**Run 1: signal wires on met3**

Scale bar: 50 um.
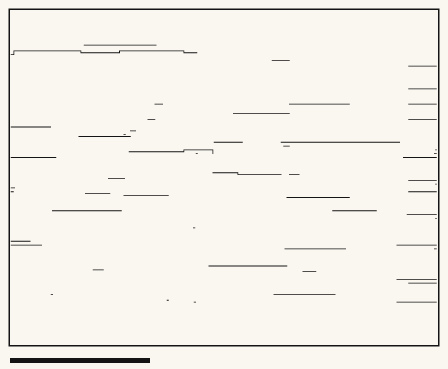
**Run 1: M4 wires**

Supply wires on this layer in gray. Cells faint in the background.
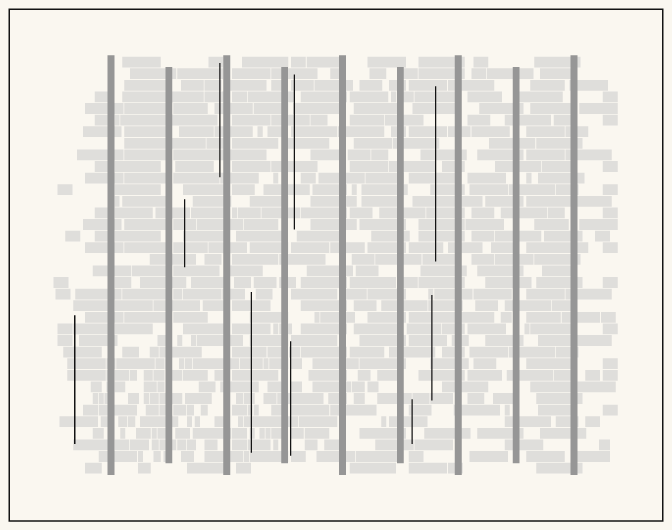
**Run 1: cells by drive strength**

Scale bar: 50 um.
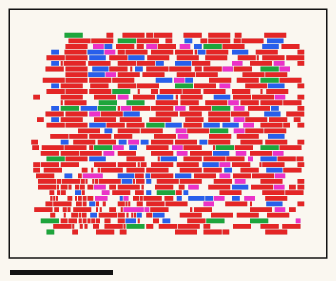
===== config.mk =====
export PLATFORM = sky130hd
export DESIGN_NAME = i2s_adc_receiver
export DESIGN_NICKNAME = d
export VERILOG_FILES = /design/src/rtl/i2s_pkg.sv /design/src/rtl/i2s_adc_receiver_fifo.sv /design/src/rtl/i2s_adc_receiver.sv
export SDC_FILE = /design/constraint.sdc
export NUM_CORES = 1
export LEC_CHECK = 0
export ABC_AREA = 0
export CORE_ASPECT_RATIO = 0.75
export CORE_MARGIN = 10
export CORE_UTILIZATION = 64
export CTS_BUF_LIST = sky130_fd_sc_hd__clkbuf_16
export CTS_CLUSTER_SIZE = 12
export DETAILED_ROUTE_END_ITERATION = 6
export HOLD_SLACK_MARGIN = 0.1
export PLACE_DENSITY_LB_ADDON = 0.3
export SLEW_MARGIN = 20
export SYNTH_ARGS = -nofsm -noshare
export SYNTH_HDL_FRONTEND = slang
export SYNTH_HIERARCHICAL = 1
export SYNTH_SLANG_ARGS = --single-unit

===== constraint.sdc =====
create_clock -name clkin_50 -period 8.4 [get_ports clkin_50]
set_input_delay 2.52 -clock clkin_50 [delete_from_list [all_inputs] [get_ports clkin_50]]
set_output_delay 2.52 -clock clkin_50 [all_outputs]
set_load 0.05 [all_outputs]

===== src/rtl/i2s_pkg.sv =====
`default_nettype none
// +-----------------------------------------------------------------------+
// | Module      : i2s_pkg                                                  |
// | Description : Shared state encodings and constants for the I2S ADC     |
// |               capture path.                                            |
// | Revision    : 1.0 - initial release                                    |
// +-----------------------------------------------------------------------+
package i2s_pkg;

  // Capture FSM states
  typedef enum logic [2:0] {
    IDLE   = 3'd0,
    SYNC   = 3'd1,
    CAP_L  = 3'd2,
    WAIT_R = 3'd3,
    CAP_R  = 3'd4,
    WAIT_L = 3'd5
  } state_t;

  // Bits captured per channel unless overridden
  localparam int DEFAULT_SAMPLE_W = 16;

  // LRCK level that marks the left channel slot
  localparam logic LRCK_LEFT = 1'b0;

endpackage
`default_nettype wire


===== src/rtl/i2s_adc_receiver_fifo.sv =====
`default_nettype none
// +-----------------------------------------------------------------------+
// | Module      : sync_fifo                                                |
// | Description : Single-clock show-ahead FIFO with registered head        |
// |               output. Push on a full FIFO is accepted only when a pop  |
// |               happens in the same cycle.                               |
// | Revision    : 1.0 - initial release                                    |
// +-----------------------------------------------------------------------+
module sync_fifo #(
  parameter int WIDTH = 32,
  parameter int DEPTH = 4
) (
  input  logic             clk,
  input  logic             rst_n,
  input  logic             wr_en,
  input  logic [WIDTH-1:0] wr_data,
  input  logic             rd_en,
  output logic [WIDTH-1:0] rd_data,
  output logic             full,
  output logic             empty
);

  localparam int AW = $clog2(DEPTH);

  logic [WIDTH-1:0] mem [DEPTH];
  logic [AW:0]      wr_ptr;
  logic [AW:0]      rd_ptr;
  logic [AW:0]      rd_ptr_nxt;
  logic             do_push;
  logic             do_pop;
  logic [WIDTH-1:0] head_nxt;

  assign empty   = (wr_ptr == rd_ptr);
  assign full    = (wr_ptr[AW] != rd_ptr[AW]) && (wr_ptr[AW-1:0] == rd_ptr[AW-1:0]);
  assign do_pop  = rd_en && !empty;
  assign do_push = wr_en && (!full || do_pop);

  // Next head: the incoming word if it lands on the new read slot, else storage
  always_comb begin
    rd_ptr_nxt = rd_ptr + {{AW{1'b0}}, do_pop};
    head_nxt   = mem[rd_ptr_nxt[AW-1:0]];
    if (do_push && (wr_ptr[AW-1:0] == rd_ptr_nxt[AW-1:0])) begin
      head_nxt = wr_data;
    end
  end

  // Storage array write port
  always_ff @(posedge clk) begin
    if (do_push) begin
      mem[wr_ptr[AW-1:0]] <= wr_data;
    end
  end

  // Pointers and registered head word
  always_ff @(posedge clk or negedge rst_n) begin
    if (!rst_n) begin
      wr_ptr  <= '0;
      rd_ptr  <= '0;
      rd_data <= '0;
    end else begin
      if (do_push) begin
        wr_ptr <= wr_ptr + {{AW{1'b0}}, 1'b1};
      end
      rd_ptr  <= rd_ptr_nxt;
      rd_data <= head_nxt;
    end
  end

endmodule
`default_nettype wire


===== src/rtl/i2s_adc_receiver.sv =====
`default_nettype none
// +-----------------------------------------------------------------------+
// | Module      : i2s_adc_receiver                                         |
// | Description : Oversampled I2S slave receiver for the codec ADC. Syncs  |
// |               the codec pins, deserializes MSB-first stereo words and  |
// |               queues L/R pairs for a valid/ready consumer.             |
// | Revision    : 1.0 - initial release                                    |
// +-----------------------------------------------------------------------+
module i2s_adc_receiver
  import i2s_pkg::*;
#(
  parameter int SAMPLE_W   = DEFAULT_SAMPLE_W,
  parameter int FIFO_DEPTH = 4
) (
  input  logic                clkin_50,
  input  logic                rst_n,
  input  logic                aud_bclk,
  input  logic                aud_adc_lrck,
  input  logic                aud_adc_dat,
  input  logic                enable,
  input  logic                sample_ready,
  output logic                sample_valid,
  output logic [SAMPLE_W-1:0] sample_left,
  output logic [SAMPLE_W-1:0] sample_right,
  input  logic                clr_status,
  output logic                overflow,
  output logic                misalign
);

  localparam int               CNT_W    = $clog2(SAMPLE_W);
  localparam logic [CNT_W-1:0] LAST_BIT = CNT_W'(SAMPLE_W - 1);

  // Synchronizer chains: bit 0 is the metastability stage, bit 1 the synced value
  logic [1:0] bclk_sr;
  logic [1:0] lrck_sr;
  logic [1:0] dat_sr;
  logic       bclk_d;
  logic       lrck_prev;
  logic       bclk_rise;
  logic       boundary;

  state_t              state;
  state_t              state_nxt;
  logic [CNT_W-1:0]    bit_cnt;
  logic [SAMPLE_W-1:0] left_sr;
  logic [SAMPLE_W-1:0] right_sr;

  logic shift_l;
  logic shift_r;
  logic cnt_clr;
  logic cnt_inc;
  logic push;
  logic set_misalign;

  logic                  fifo_full;
  logic                  fifo_empty;
  logic                  drop;
  logic [2*SAMPLE_W-1:0] push_data;
  logic [2*SAMPLE_W-1:0] head_data;

  // Two-flop synchronizers plus the bclk edge register
  always_ff @(posedge clkin_50 or negedge rst_n) begin
    if (!rst_n) begin
      bclk_sr <= '0;
      lrck_sr <= '0;
      dat_sr  <= '0;
      bclk_d  <= 1'b0;
    end else begin
      bclk_sr <= {bclk_sr[0], aud_bclk};
      lrck_sr <= {lrck_sr[0], aud_adc_lrck};
      dat_sr  <= {dat_sr[0], aud_adc_dat};
      bclk_d  <= bclk_sr[1];
    end
  end

  assign bclk_rise = bclk_sr[1] & ~bclk_d;
  assign boundary  = bclk_rise && (lrck_sr[1] != lrck_prev);

  // Track LRCK at every bit clock, even when idle, so that boundary
  // detection right after enable never sees a stale reference level
  always_ff @(posedge clkin_50 or negedge rst_n) begin
    if (!rst_n) begin
      lrck_prev <= 1'b0;
    end else if (bclk_rise) begin
      lrck_prev <= lrck_sr[1];
    end
  end

  // FSM state register
  always_ff @(posedge clkin_50 or negedge rst_n) begin
    if (!rst_n) begin
      state <= IDLE;
    end else begin
      state <= state_nxt;
    end
  end

  // FSM next-state and datapath strobes
  always_comb begin
    state_nxt    = state;
    shift_l      = 1'b0;
    shift_r      = 1'b0;
    cnt_clr      = 1'b0;
    cnt_inc      = 1'b0;
    push         = 1'b0;
    set_misalign = 1'b0;
    case (state)
      IDLE: begin
        if (enable) state_nxt = SYNC;
      end
      SYNC: begin
        if (boundary && (lrck_sr[1] == LRCK_LEFT)) begin
          cnt_clr   = 1'b1;
          state_nxt = CAP_L;
        end
      end
      CAP_L: begin
        if (boundary) begin
          set_misalign = 1'b1;
          state_nxt    = SYNC;
        end else if (bclk_rise) begin
          shift_l = 1'b1;
          if (bit_cnt == LAST_BIT) state_nxt = WAIT_R;
          else                     cnt_inc   = 1'b1;
        end
      end
      WAIT_R: begin
        if (boundary && (lrck_sr[1] != LRCK_LEFT)) begin
          cnt_clr   = 1'b1;
          state_nxt = CAP_R;
        end
      end
      CAP_R: begin
        if (boundary) begin
          set_misalign = 1'b1;
          state_nxt    = SYNC;
        end else if (bclk_rise) begin
          shift_r = 1'b1;
          if (bit_cnt == LAST_BIT) begin
            push      = 1'b1;
            state_nxt = WAIT_L;
          end else begin
            cnt_inc = 1'b1;
          end
        end
      end
      WAIT_L: begin
        if (boundary && (lrck_sr[1] == LRCK_LEFT)) begin
          cnt_clr   = 1'b1;
          state_nxt = CAP_L;
        end
      end
      default: state_nxt = IDLE;
    endcase
    // Disabling abandons any partial pair on the next cycle
    if (!enable) begin
      state_nxt    = IDLE;
      shift_l      = 1'b0;
      shift_r      = 1'b0;
      cnt_clr      = 1'b0;
      cnt_inc      = 1'b0;
      push         = 1'b0;
      set_misalign = 1'b0;
    end
  end

  // Bit counter and MSB-first shift registers
  always_ff @(posedge clkin_50 or negedge rst_n) begin
    if (!rst_n) begin
      bit_cnt  <= '0;
      left_sr  <= '0;
      right_sr <= '0;
    end else begin
      if (cnt_clr)      bit_cnt <= '0;
      else if (cnt_inc) bit_cnt <= bit_cnt + CNT_W'(1);
      if (shift_l) left_sr  <= {left_sr[SAMPLE_W-2:0], dat_sr[1]};
      if (shift_r) right_sr <= {right_sr[SAMPLE_W-2:0], dat_sr[1]};
    end
  end

  // The last right bit is still on the synced data line during the push cycle
  assign push_data = {left_sr, right_sr[SAMPLE_W-2:0], dat_sr[1]};

  // A push is lost only when the FIFO is full and nothing leaves this cycle
  assign drop = push && fifo_full && !(sample_valid && sample_ready);

  // Sticky status flags; a new event outranks a simultaneous clear
  always_ff @(posedge clkin_50 or negedge rst_n) begin
    if (!rst_n) begin
      overflow <= 1'b0;
      misalign <= 1'b0;
    end else begin
      if (drop)            overflow <= 1'b1;
      else if (clr_status) overflow <= 1'b0;
      if (set_misalign)    misalign <= 1'b1;
      else if (clr_status) misalign <= 1'b0;
    end
  end

  sync_fifo #(
    .WIDTH (2 * SAMPLE_W),
    .DEPTH (FIFO_DEPTH)
  ) u_fifo (
    .clk     (clkin_50),
    .rst_n   (rst_n),
    .wr_en   (push),
    .wr_data (push_data),
    .rd_en   (sample_ready),
    .rd_data (head_data),
    .full    (fifo_full),
    .empty   (fifo_empty)
  );

  assign sample_valid = !fifo_empty;
  assign sample_left  = head_data[2*SAMPLE_W-1:SAMPLE_W];
  assign sample_right = head_data[SAMPLE_W-1:0];

endmodule
`default_nettype wire


==> notes.md, run 1 <==
yosys + openroad results -> Flops after synth 214, Worst Setup SP sample_ready, Post-synth EDFFs between 100 and 150, Final Wtd Congestion 0.7464, status finished clean, DR iter-0 viols approximately 240, Sw Ratio ~25%, Buf/Inv on CP 3, count of input and output buffers about 42, Avg Cell Area, Syn 19.99 sq um, fin util 74.09%, cell taking the most area after synthesis edfxtp_1, Fmax 0.1858 GHz, Routed WL per cell 21.20 um, portion of total power attributed to the clock network between 30% and 40%, initial antenna violation count 0, FF-to-FF Start u_fifo/wr_ptr[1]$_DFFE_PN0P_, worst stage delay on the critical path ~900 ps, synthesized cell area around 8500 sq um, sequential fraction of design power 48.2%, cell family with most CP delay adder cells, total power draw 2.401 mW, top cells, area edfxtp_1 (45%), dfrtp_1 (25%), mux4_2 (8.5%), H-tree depth 1, tool warnings 29, crit share post-route around 64%, most common logic cells in the final layout edfxtp_1 (128), dfrtp_1 (86), clkdlybuf4s50_1 (41), clk buf depth 3, Largest type area fraction 45.35%, Die W 152.9 um, Commonest flop edfxtp_1, layout cell share with drive strength beyond 1 28.98%, Post-synth ARST share 40.19%, maxcap violations 0, Routed Antenna Nets 0, final hold viol count 0, Clock transition at path regs 60 ps, Setup crit end kind register, most frequent logic cell in the layout edfxtp_1
About 'signal wires on met3':
- share of all routed wire: 4.6%
- longest straight run: 42.3 um
drt total wl: 14.02 mm
DR vias: 3,870
grt met3 use: 3.498%

About 'M4 wires':
- nets with wire on the layer: 5
- share of all routed wire: 1.8%
- wire length on this layer: 248 um
- longest straight run: 40.8 um
- main direction: vertical

About 'cells by drive strength':
- x2: blue (cells 69; share 14%)
- x6 and larger: green (cells 24; share 4.9%)
- x3 and x4: magenta (cells 49; share 10%)
- x1 and smaller: red (cells 348; share 71%)
fin area: 9612 sq um
min setup slack post-route: 3017 ps
Non-Clock Buffer Count: 45

[run 1: layer usage]
metal	global-route usage [%]	share of wire, %	vias up
li1	-	-	1730
met1	21.59	45	2046
met2	24.59	49	73
met3	3.498	4.6	21
met4	3.686	1.8	0
met5	0	0	-
[run 1: area by class of cell]
class | instances | area [sq um]
Sequential cell | 214 | 5996
Fill cell | 748 | 3361
Multi-Input combinational cell | 185 | 2291
Clock buffer | 23 | 575.6
Timing Repair Buffer | 45 | 440.4
Tap cell | 171 | 214.0
Clock inverter | 17 | 72.57
Inverter | 6 | 22.52
[run 1: worst register-to-register path, cell delays in order (launching register included)]
cell     delay (ps)
dfrtp_1         460
xnor2_1         350
nand2_1          90
nor2_1          140
nor2_1           70
ha_2            170
ha_2            910
xnor2_1         230
and3_2          420
buf_4           500
mux2_2          390
**Run 1: routed metal, one color a layer**

Scale bar: 50 um.
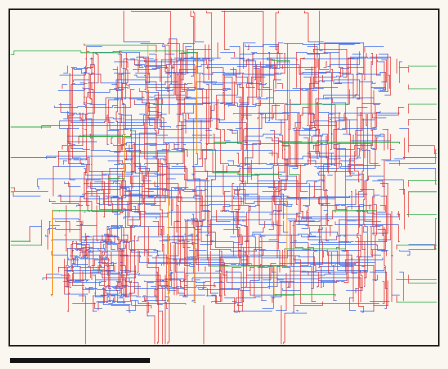

==> inputs of run 2 (changes only) <==
- CORE_UTILIZATION: 64 -> 59
- clock period: 8.4 -> 5.6 ns (I/O delays scaled with it)
**Run 2: routed metal, one color a layer**

Scale bar: 50 um.
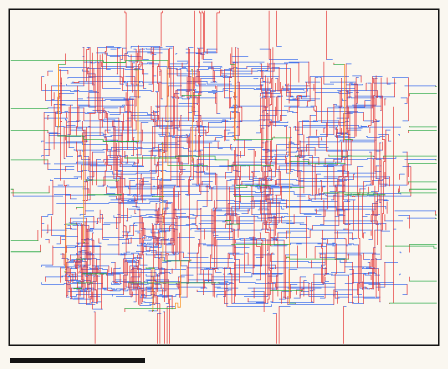
- M3: green (wire length 720 um)
- M4: orange (wire length 376 um)
- M1: blue (wire length 6,500 um)
- M2: red (wire length 6,870 um)
drt total wl: 14.47 mm
Routed WL per cell: 21.44 um
gr usage total: 15.30%
DR vias: 3,945

==> run 2 against run 1 <==
  * Clock-buffer cell count unchanged
  * Setup slack worse by 1500 ps
  * Sequential cell count unchanged
  * Largest cell class unchanged
  * Total power up 50%
==> notes.md, run 2 <==
yosys + openroad results -> maxcap violations 0, most frequent logic cell in the layout edfxtp_1, Largest type area fraction 45.35%, status finished clean, routed wl met2 6.873 mm, metal3 WL slightly above 700 um, cell taking the most area after synthesis edfxtp_1, clk buf depth 3, Setup crit end kind primary output, fin area around 9700 sq um, Buf/Inv on CP 2, Avg Cell Area, Syn 19.99 sq um, count of input and output buffers 42, FF-to-FF Start bclk_sr[1]$_DFF_PN0_, H-tree depth 1, Post-synth EDFFs around 130, crit share post-route 72.14%, tool warnings 29, cell family with most CP delay buffers and inverters, min setup slack post-route 1560 ps, worst stage delay on the critical path 710 ps, Flops after synth 214, Post-synth ARST share 40.19%, Final Wtd Congestion 0.7290, synthesized cell area 8476 sq um, met2 usage 24.17%, DR top layer met4, final hold viol count 0
**Run 2: signal wires on met3**

Scale bar: 50 um.
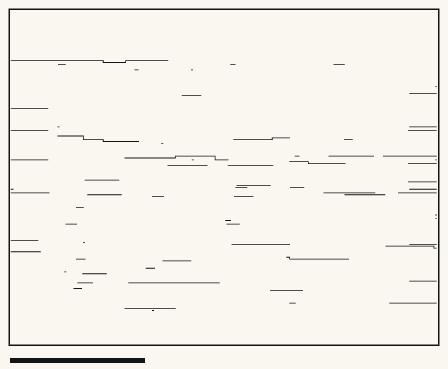
- wire length on this layer: 720 um
- share of all routed wire: 5.0%
- nets with wire on the layer: 48
- main direction: horizontal
grt met3 use: 3.204%

run 2: netlist changes by cell type in the layout (fill, tap and decap cells not counted):
cell,delta
inv_8,-1
buf_12,+1
buf_4,+8
buf_8,+1
ha_2,-1
inv_6,+1
ha_1,+1
run 2: power by group:
| group | internal, mW | leakage (nW) | switching, mW |
|---|---|---|---|
| clock network | 0.737 | 0.372 | 0.552 |
| registers | 1.69 | 2.29 | 0.0391 |
| logic | 0.254 | 1.12 | 0.332 |
| total | 2.69 | 3.78 | 0.923 |
run 2: final cells by class:
class                           count  area, sq um  share of cell area (%)
Clock buffer                       23        575.6                   5.929
Sequential cell                   214         5996                   61.77
Timing Repair Buffer               55        535.5                   5.517
Inverter                            6        22.52                  0.2320
Multi-Input combinational cell    185         2288                   23.58
Tap cell                          175        219.0                   2.256
Clock inverter                     17        70.07                  0.7218
**Run 2: M4 wires**

Supply wires on this layer in gray. Cells faint in the background.
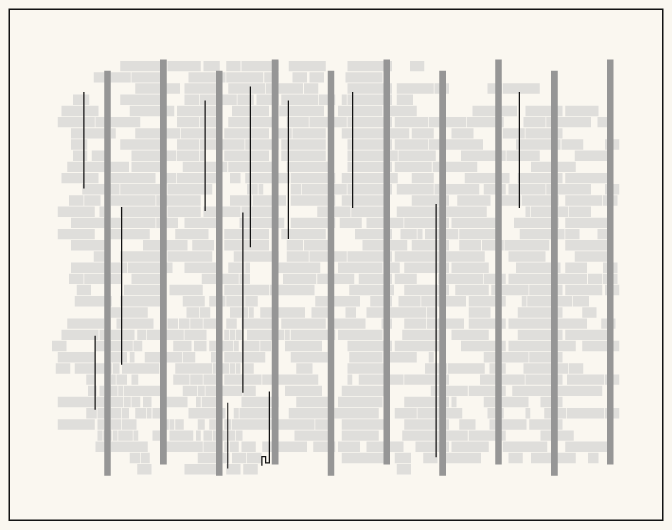

==> inputs of run 3 (changes only) <==
- CORE_UTILIZATION: 59 -> 54
- clock period: 5.6 -> 3.55 ns (I/O delays scaled with it)
**Run 3: M4 wires**

Supply wires on this layer in gray. Cells faint in the background.
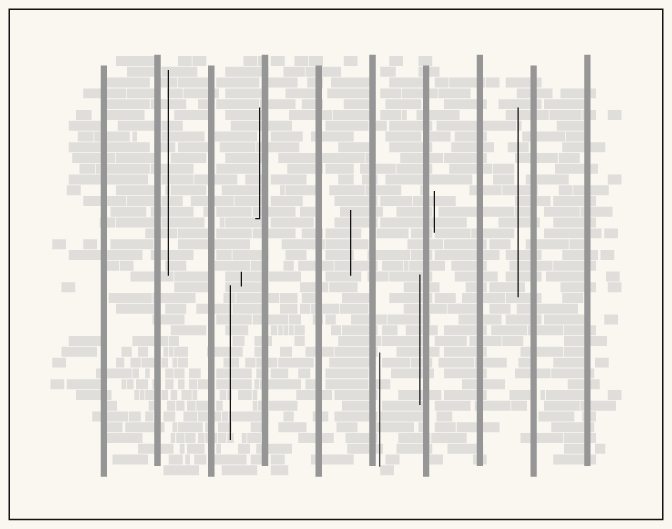
- longest straight run: 51.7 um
- wire length on this layer: 258 um
DR vias: 3,941
drt total wl: 14.66 mm

**Run 3: routed metal, one color a layer**

Scale bar: 50 um.
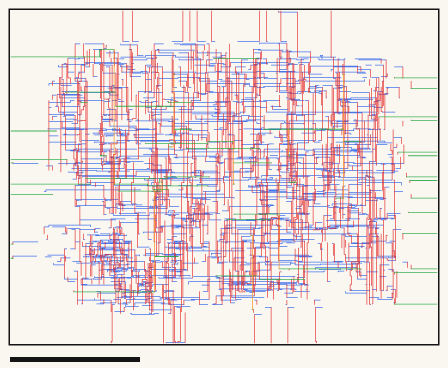
- M3: green (wire length 761 um)
- M4: orange (wire length 258 um)
- M1: blue (wire length 6,260 um)
- M2: red (wire length 7,380 um)
gr usage total: 14.16%
Routed WL per cell: 20.64 um

==> run 3 against run 2 <==
  * First-iteration DRC count down 24%
  * Total power up 60%
  * Critical endpoint unchanged
  * Sequential power up 58%
==> notes.md, run 3 <==
yosys + openroad results -> number of flip-flops in the largest register ~130, H-tree depth 1, crit share post-route between 80% and 90%, layout cell share with drive strength beyond 1 a little under a third, Largest type area fraction a little under half, fin util about two thirds, DR pass1 iterations 4, tool warnings 29, Comb gate area between 2000 and 2500 sq um, status finished clean, Chip Area, Yosys 8476 sq um, Commonest flop edfxtp_1, Avg Cell Area, Syn between 15 and 20 sq um, Flop area 5996 sq um, cell family with most CP delay flip-flops, Post-synth EDFFs around 130, most frequent logic cell in the layout edfxtp_1, DR iter-0 viols 234, Final Wtd Congestion 0.7656, mux share 19.01%, Setup crit end kind primary output, most common logic cells in the final layout edfxtp_1 (128), dfrtp_1 (86), mux2_4 (40), clkdlybuf4s50_1 (40), mux4_2 (32), total power draw 5.781 mW, count of input and output buffers roughly 42, Clock transition at path regs 60 ps, Post-synth ARST share 40.19%, maxcap violations 0, DIE HEIGHT 128.5 um, Buf/Inv on CP 2, Fill cells ~1,100, initial antenna violation count 0, cell taking the most area after synthesis edfxtp_1, WHS Endpoint lrck_sr[1]$_DFF_PN0_, Die W around 160 um, Routed Antenna Nets 0, Worst Setup SP u_fifo/wr_ptr[0]$_DFFE_PN0P_, synthesized cell area 8476 sq um, PD cells 583.2 nW/um^2, Fmax 0.3344 GHz, area grow syn2layout 16.95%, min setup slack post-route 559.3 ps
==> run 3: cell type report <==
cell class | count | area share (%)
Multi-Input combinational cell | 185 | 23.09
Clock inverter | 17 | 0.6816
Timing Repair Buffer | 60 | 7.119
Clock buffer | 23 | 5.807
Tap cell | 205 | 2.588
Inverter | 6 | 0.2272
Sequential cell | 214 | 60.49
==> run 3: per-layer routing <==
metal	global-route usage [%]	part of all wire, %	up-vias
met3	3.250	5.2	25
met1	18.31	43	2077
met4	3.586	1.8	0
li1	-	-	1763
met2	23.85	50	76
met5	0	0	-
==> run 3: report_power, final <==
| part | switching, mW | leakage, nW | total (mW) | internal [mW] |
|---|---|---|---|---|
| logic | 0.543 | 1.18 | 1.02 | 0.473 |
| clock network | 0.870 | 0.358 | 2.03 | 1.16 |
| registers | 0.0630 | 2.29 | 2.74 | 2.67 |
Power figures rest on the tool's default switching activity, not on a simulated workload.
